File: config.mk
export PLATFORM = sky130hd
export DESIGN_NAME = id_ex_register_flat
export DESIGN_NICKNAME = d
export VERILOG_FILES = /design/src/rtl/id_ex_register_if.sv /design/src/rtl/id_ex_register.sv /design/src/flat_wrapper.sv
export SDC_FILE = /design/constraint.sdc
export NUM_CORES = 1
export LEC_CHECK = 0
export CAP_MARGIN = 20
export CORE_UTILIZATION = 35
export DETAILED_ROUTE_END_ITERATION = 6
export GPL_TIMING_DRIVEN = 0
export PLACE_DENSITY = 0.78
export SLEW_MARGIN = 20
export SYNTH_ARGS = -nofsm -noshare
export SYNTH_HDL_FRONTEND = slang
export SYNTH_SLANG_ARGS = --single-unit
File: constraint.sdc
create_clock -name clk -period 5.15 [get_ports clk]
set_clock_uncertainty 0.2 [all_clocks]
set_input_delay 0.7725 -clock clk [delete_from_list [all_inputs] [get_ports clk]]
set_output_delay 0.7725 -clock clk [all_outputs]
set_load 0.02 [all_outputs]
File: src/rtl/id_ex_register_if.sv
// ID/EX boundary bundle: ID-side operands, decoded controls and write-back
// bypass inputs, plus the latched EX-side fields and hazard outputs.
interface id_ex_register_if #(
  parameter int CNT_W = 16
);
  logic [31:0]      id_a;
  logic [31:0]      id_b;
  logic [4:0]       id_rs;
  logic [4:0]       id_rt;
  logic [4:0]       id_rd;
  logic [15:0]      id_imm;
  logic [31:0]      id_pc4;
  logic             id_regwrite;
  logic             id_memtoreg;
  logic             id_memread;
  logic             id_memwrite;
  logic             id_alusrc;
  logic             id_regdst;
  logic [1:0]       id_aluop;
  logic             flush;
  logic             wb_regwrite;
  logic [4:0]       wb_rd;
  logic [31:0]      wb_data;
  logic             stall;
  logic [31:0]      ex_a;
  logic [31:0]      ex_b;
  logic [31:0]      ex_imm;
  logic [31:0]      ex_pc4;
  logic [4:0]       ex_rs;
  logic [4:0]       ex_rt;
  logic [4:0]       ex_rd;
  logic             ex_regwrite;
  logic             ex_memtoreg;
  logic             ex_memread;
  logic             ex_memwrite;
  logic             ex_alusrc;
  logic             ex_regdst;
  logic [1:0]       ex_aluop;
  logic [CNT_W-1:0] bubble_count;

  modport master (
    output id_a, id_b, id_rs, id_rt, id_rd, id_imm, id_pc4,
    output id_regwrite, id_memtoreg, id_memread, id_memwrite, id_alusrc, id_regdst, id_aluop,
    output flush, wb_regwrite, wb_rd, wb_data,
    input  stall, ex_a, ex_b, ex_imm, ex_pc4, ex_rs, ex_rt, ex_rd,
    input  ex_regwrite, ex_memtoreg, ex_memread, ex_memwrite, ex_alusrc, ex_regdst, ex_aluop,
    input  bubble_count
  );

  modport slave (
    input  id_a, id_b, id_rs, id_rt, id_rd, id_imm, id_pc4,
    input  id_regwrite, id_memtoreg, id_memread, id_memwrite, id_alusrc, id_regdst, id_aluop,
    input  flush, wb_regwrite, wb_rd, wb_data,
    output stall, ex_a, ex_b, ex_imm, ex_pc4, ex_rs, ex_rt, ex_rd,
    output ex_regwrite, ex_memtoreg, ex_memread, ex_memwrite, ex_alusrc, ex_regdst, ex_aluop,
    output bubble_count
  );
endinterface

File: src/rtl/id_ex_register.sv
// ID/EX pipeline register with write-back bypass on the operands and
// load-use hazard detection that inserts a single bubble per stall.
module id_ex_register #(
  parameter int CNT_W = 16
) (
  input logic             clk,
  input logic             rst,
  id_ex_register_if.slave bus
);

  typedef struct packed {
    logic [31:0] a;
    logic [31:0] b;
    logic [31:0] imm;
    logic [31:0] pc4;
    logic [4:0]  rs;
    logic [4:0]  rt;
    logic [4:0]  rd;
    logic        regwrite;
    logic        memtoreg;
    logic        memread;
    logic        memwrite;
    logic        alusrc;
    logic        regdst;
    logic [1:0]  aluop;
  } ex_t;

  ex_t              ex_q, ex_d;
  logic [CNT_W-1:0] cnt_q, cnt_d;
  logic signed [31:0] a_sel, b_sel;
  logic             stall_w;

  function automatic logic signed [31:0] sext16(input logic signed [15:0] v);
    return {{16{v[15]}}, v};
  endfunction

  function automatic logic [CNT_W-1:0] sat_inc(input logic [CNT_W-1:0] c);
    return (&c) ? c : c + 1'b1;
  endfunction

  // ID side: bypass and hazard detection
  always_comb begin
    a_sel = bus.id_a;
    b_sel = bus.id_b;
    if (bus.wb_regwrite && (bus.wb_rd != 5'd0) && (bus.wb_rd == bus.id_rs)) a_sel = bus.wb_data;
    if (bus.wb_regwrite && (bus.wb_rd != 5'd0) && (bus.wb_rd == bus.id_rt)) b_sel = bus.wb_data;
  end

  assign stall_w = ex_q.memread & (ex_q.rt != 5'd0) &
                   ((ex_q.rt == bus.id_rs) | (ex_q.rt == bus.id_rt));

  always_comb begin
    ex_d          = '0;
    cnt_d         = cnt_q;
    if (bus.flush) begin
      ex_d        = '0;
    end else if (stall_w) begin
      ex_d        = '0;
      cnt_d       = sat_inc(cnt_q);
    end else begin
      ex_d.a        = a_sel;
      ex_d.b        = b_sel;
      ex_d.imm      = sext16(bus.id_imm);
      ex_d.pc4      = bus.id_pc4;
      ex_d.rs       = bus.id_rs;
      ex_d.rt       = bus.id_rt;
      ex_d.rd       = bus.id_rd;
      ex_d.regwrite = bus.id_regwrite;
      ex_d.memtoreg = bus.id_memtoreg;
      ex_d.memread  = bus.id_memread;
      ex_d.memwrite = bus.id_memwrite;
      ex_d.alusrc   = bus.id_alusrc;
      ex_d.regdst   = bus.id_regdst;
      ex_d.aluop    = bus.id_aluop;
    end
  end

  // ID/EX boundary
  always_ff @(posedge clk or posedge rst) begin
    if (rst) begin
      ex_q  <= '0;
      cnt_q <= '0;
    end else begin
      ex_q  <= ex_d;
      cnt_q <= cnt_d;
    end
  end

  assign bus.stall        = stall_w;
  assign bus.ex_a         = ex_q.a;
  assign bus.ex_b         = ex_q.b;
  assign bus.ex_imm       = ex_q.imm;
  assign bus.ex_pc4       = ex_q.pc4;
  assign bus.ex_rs        = ex_q.rs;
  assign bus.ex_rt        = ex_q.rt;
  assign bus.ex_rd        = ex_q.rd;
  assign bus.ex_regwrite  = ex_q.regwrite;
  assign bus.ex_memtoreg  = ex_q.memtoreg;
  assign bus.ex_memread   = ex_q.memread;
  assign bus.ex_memwrite  = ex_q.memwrite;
  assign bus.ex_alusrc    = ex_q.alusrc;
  assign bus.ex_regdst    = ex_q.regdst;
  assign bus.ex_aluop     = ex_q.aluop;
  assign bus.bubble_count = cnt_q;

endmodule
File: src/flat_wrapper.sv
// flat-port wrapper written by rule: the top's interface ports become plain ports
module id_ex_register_flat 
#(
  parameter int CNT_W = 16
)
  (clk, rst, bus_id_a, bus_id_b, bus_id_rs, bus_id_rt, bus_id_rd, bus_id_imm, bus_id_pc4, bus_id_regwrite, bus_id_memtoreg, bus_id_memread, bus_id_memwrite, bus_id_alusrc, bus_id_regdst, bus_id_aluop, bus_flush, bus_wb_regwrite, bus_wb_rd, bus_wb_data, bus_stall, bus_ex_a, bus_ex_b, bus_ex_imm, bus_ex_pc4, bus_ex_rs, bus_ex_rt, bus_ex_rd, bus_ex_regwrite, bus_ex_memtoreg, bus_ex_memread, bus_ex_memwrite, bus_ex_alusrc, bus_ex_regdst, bus_ex_aluop, bus_bubble_count);
  id_ex_register_if #(.CNT_W(CNT_W)) bus_i ();
  input logic clk;
  input logic rst;
  input wire logic [$bits(bus_i.id_a)-1:0] bus_id_a;
  input wire logic [$bits(bus_i.id_b)-1:0] bus_id_b;
  input wire logic [$bits(bus_i.id_rs)-1:0] bus_id_rs;
  input wire logic [$bits(bus_i.id_rt)-1:0] bus_id_rt;
  input wire logic [$bits(bus_i.id_rd)-1:0] bus_id_rd;
  input wire logic [$bits(bus_i.id_imm)-1:0] bus_id_imm;
  input wire logic [$bits(bus_i.id_pc4)-1:0] bus_id_pc4;
  input wire logic [$bits(bus_i.id_regwrite)-1:0] bus_id_regwrite;
  input wire logic [$bits(bus_i.id_memtoreg)-1:0] bus_id_memtoreg;
  input wire logic [$bits(bus_i.id_memread)-1:0] bus_id_memread;
  input wire logic [$bits(bus_i.id_memwrite)-1:0] bus_id_memwrite;
  input wire logic [$bits(bus_i.id_alusrc)-1:0] bus_id_alusrc;
  input wire logic [$bits(bus_i.id_regdst)-1:0] bus_id_regdst;
  input wire logic [$bits(bus_i.id_aluop)-1:0] bus_id_aluop;
  input wire logic [$bits(bus_i.flush)-1:0] bus_flush;
  input wire logic [$bits(bus_i.wb_regwrite)-1:0] bus_wb_regwrite;
  input wire logic [$bits(bus_i.wb_rd)-1:0] bus_wb_rd;
  input wire logic [$bits(bus_i.wb_data)-1:0] bus_wb_data;
  output wire logic [$bits(bus_i.stall)-1:0] bus_stall;
  output wire logic [$bits(bus_i.ex_a)-1:0] bus_ex_a;
  output wire logic [$bits(bus_i.ex_b)-1:0] bus_ex_b;
  output wire logic [$bits(bus_i.ex_imm)-1:0] bus_ex_imm;
  output wire logic [$bits(bus_i.ex_pc4)-1:0] bus_ex_pc4;
  output wire logic [$bits(bus_i.ex_rs)-1:0] bus_ex_rs;
  output wire logic [$bits(bus_i.ex_rt)-1:0] bus_ex_rt;
  output wire logic [$bits(bus_i.ex_rd)-1:0] bus_ex_rd;
  output wire logic [$bits(bus_i.ex_regwrite)-1:0] bus_ex_regwrite;
  output wire logic [$bits(bus_i.ex_memtoreg)-1:0] bus_ex_memtoreg;
  output wire logic [$bits(bus_i.ex_memread)-1:0] bus_ex_memread;
  output wire logic [$bits(bus_i.ex_memwrite)-1:0] bus_ex_memwrite;
  output wire logic [$bits(bus_i.ex_alusrc)-1:0] bus_ex_alusrc;
  output wire logic [$bits(bus_i.ex_regdst)-1:0] bus_ex_regdst;
  output wire logic [$bits(bus_i.ex_aluop)-1:0] bus_ex_aluop;
  output wire logic [$bits(bus_i.bubble_count)-1:0] bus_bubble_count;
  assign bus_i.id_a = bus_id_a;
  assign bus_i.id_b = bus_id_b;
  assign bus_i.id_rs = bus_id_rs;
  assign bus_i.id_rt = bus_id_rt;
  assign bus_i.id_rd = bus_id_rd;
  assign bus_i.id_imm = bus_id_imm;
  assign bus_i.id_pc4 = bus_id_pc4;
  assign bus_i.id_regwrite = bus_id_regwrite;
  assign bus_i.id_memtoreg = bus_id_memtoreg;
  assign bus_i.id_memread = bus_id_memread;
  assign bus_i.id_memwrite = bus_id_memwrite;
  assign bus_i.id_alusrc = bus_id_alusrc;
  assign bus_i.id_regdst = bus_id_regdst;
  assign bus_i.id_aluop = bus_id_aluop;
  assign bus_i.flush = bus_flush;
  assign bus_i.wb_regwrite = bus_wb_regwrite;
  assign bus_i.wb_rd = bus_wb_rd;
  assign bus_i.wb_data = bus_wb_data;
  assign bus_stall = bus_i.stall;
  assign bus_ex_a = bus_i.ex_a;
  assign bus_ex_b = bus_i.ex_b;
  assign bus_ex_imm = bus_i.ex_imm;
  assign bus_ex_pc4 = bus_i.ex_pc4;
  assign bus_ex_rs = bus_i.ex_rs;
  assign bus_ex_rt = bus_i.ex_rt;
  assign bus_ex_rd = bus_i.ex_rd;
  assign bus_ex_regwrite = bus_i.ex_regwrite;
  assign bus_ex_memtoreg = bus_i.ex_memtoreg;
  assign bus_ex_memread = bus_i.ex_memread;
  assign bus_ex_memwrite = bus_i.ex_memwrite;
  assign bus_ex_alusrc = bus_i.ex_alusrc;
  assign bus_ex_regdst = bus_i.ex_regdst;
  assign bus_ex_aluop = bus_i.ex_aluop;
  assign bus_bubble_count = bus_i.bubble_count;
  id_ex_register #(.CNT_W(CNT_W)) u_core (.clk(clk), .rst(rst), .bus(bus_i));
endmodule
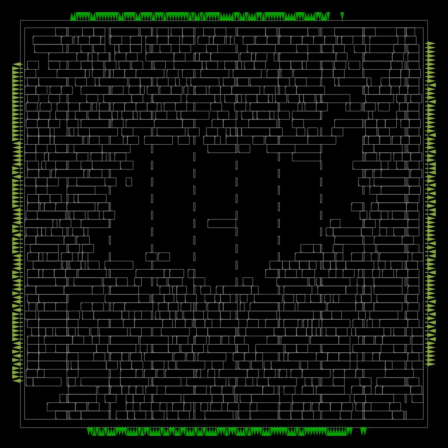
*Cell placement*
flop count: 151
post-layout util: 0.623
Well Taps: 220
Finished Layout Cells: 1064

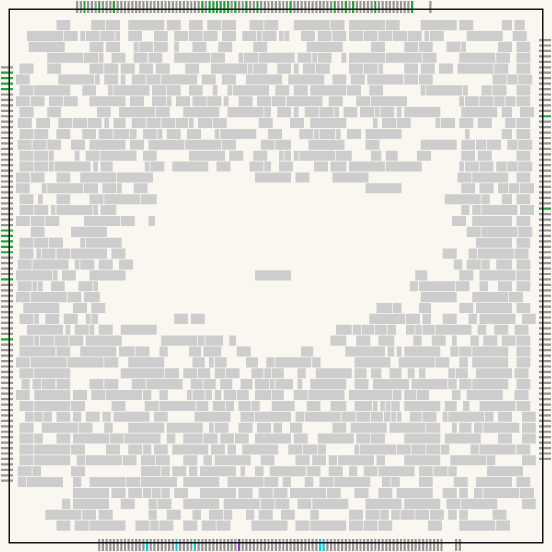
*Pin map*
Scale: 4 px per um. Pins as bars across the die edge, other pins in gray.
[bus_id_b] green | pins: 32 | direction: input | edge: 19 top, 11 left, 2 right
[bus_ex_memwrite] purple | pins: 1 | direction: output | edge: bottom
[bus_ex_rd] cyan | pins: 5 | direction: output | edge: bottom
all pins by edge: 96 bottom, 93 top, 78 right, 77 left

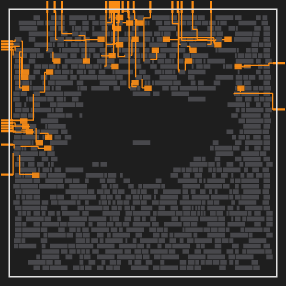
*Wires at chosen ports, followed through buffers*
Scale: 2 px per um.
[bus_id_b] orange | bits: 32 | direction: input | edge: 19 top, 11 left, 2 right | end cells: 32 | wire: 830 um
num ports: 344
Port Buffers: 343

## critical path: stages
cell and delay (ns):
clkdlybuf4s50_1 0.49, xor2_1 0.17, nor3_1 0.29, a22oi_2 0.19, nor2_4 0.23, clkdlybuf4s50_1 0.66
## layer usage
layer,part of all wire,track usage,vias up
met1,0.41,0.244,2232
met5,0,0,-
met4,0.023,0.0868,0
li1,-,-,2235
met2,0.50,0.325,198
met3,0.072,0.0678,27
## through the flow
| stage | power [W] | setup slack [ns] |
|---|---|---|
| floorplan | 0.00152 | 0.113 |
| global placement | 0.00183 | -1.84 |
| detailed placement | 0.00185 | 1.38 |
| CTS | 0.00314 | 1.38 |
| global route | 0.00323 | 1.34 |
| finish | 0.00310 | 1.36 |
==> impl_metrics.py <==
# Metrics from the implementation run
metrics = {
    "status": {
        "outcome": "finished clean",
    },
    "min_path": {
        "hold_start": "u_core.bus.bubble_count[11]$_DFFE_PP0P_",
        "hold_class": "flip-flop to flip-flop",
        "worstHoldPathCells": 1,
        "min_to": "u_core.bus.bubble_count[11]$_DFFE_PP0P_",
    },
    "worst_setup_path": {
        "reg2reg_depth": 7,
        "crit_required_ns": 4.18,
        "cp-end-kind": "output pin",
        "critPathMaxFanout": 6,
        "r2r_setup_slack_ns": 2.71,
        "arrival_ns": 2.82,
    },
    "final_timing": {
        "worst_slew_margin_rel": 0.393,
        "finalHoldWorstSlack_ns": 0.292,
        "worstMarginPinSlew_ns": 0.903,
        "finalSetupViolations": 0,
        "drv_slew": 0,
        "hold_viol": 0,
    },
    "power_and_ir_drop": {
        "cellLeakagePower_nw": 4.37,
        "p_sw_w": 0.000793,
        "pg_clk_w": 0.00128,
        "p_clk_frac": 0.413,
        "ir_drop_mv": 0.209,
        "powerSeq_w": 0.00128,
        "seqPwrFrac": 0.412,
        "p_comb_frac": 0.175,
        "power.internal_w": 0.00231,
        "p_per_area_mw_per_mm2": 299,
    },
    "cts": {
        "numCtsBuffers": 17,
        "cts_sinks": 151,
        "postCtsSetupRepairBufs": 0,
        "cts.path.max_buffers": 2,
        "clk_latency_ns": 0.42,
    },
    "logic_synthesis": {
        "yosysTopAreaCellShare": 0.629,
        "common_cells": "dfrtp_1 (151), and2_1 (72), nor2_1 (68)",
        "fp_nets": 645,
        "syn_area_per_cell_um2": 12.8,
        "synth.area.top_cells": "dfrtp_1 (63%), mux2i_1 (11%), and2_1 (7.5%)",
        "numSynthFlops": 151,
        "edf_count": 0,
        "simple_gate_share": 0.154,
        "async_flop_share": 1.00,
        "yosys_warnings": 0,
        "xor_share": 0.0511,
        "yosys.area.top_type": "dfrtp_1",
        "synth.area.mux_share": 0.109,
        "synth_cells": 468,
    },
    "grt": {
        "grt_first_pass_wirelength_um": 26500,
        "gr-total-overflow": 0,
        "grt_usage": 0.201,
        "grt_pass1_vias": 4735,
    },
    "placement": {
        "gp_congestion": 0.814,
        "place_area_mm2": 0.00975,
        "dpl.hpwl_um": 13300,
    },
    "cells_and_area": {
        "multi_input_comb_cells": 279,
        "area_growth_pct": 72.5,
        "nClkBuffers": 19,
        "antenna_cells": 0,
        "nonClkBufAreaFrac": 0.359,
        "layout-drive-gt1-share": 0.0877,
        "largestClassByArea": "flip-flops and latches",
        "nFillCells": 1331,
        "comb_area_share": 0.189,
        "sh_seq_area": 0.365,
    },
    "route": {
        "wl_per_cell_um": 16.3,
        "ant_nets": 0,
        "drc": 0,
    },
    "job": {
        "tool_warnings": 26,
    },
    "die": {
        "fp-utilization": 0.361,
        "die_width_um": 133,
        "die_area_mm2": 0.0177,
    },
}
Power is estimated from default activity; no workload was simulated.
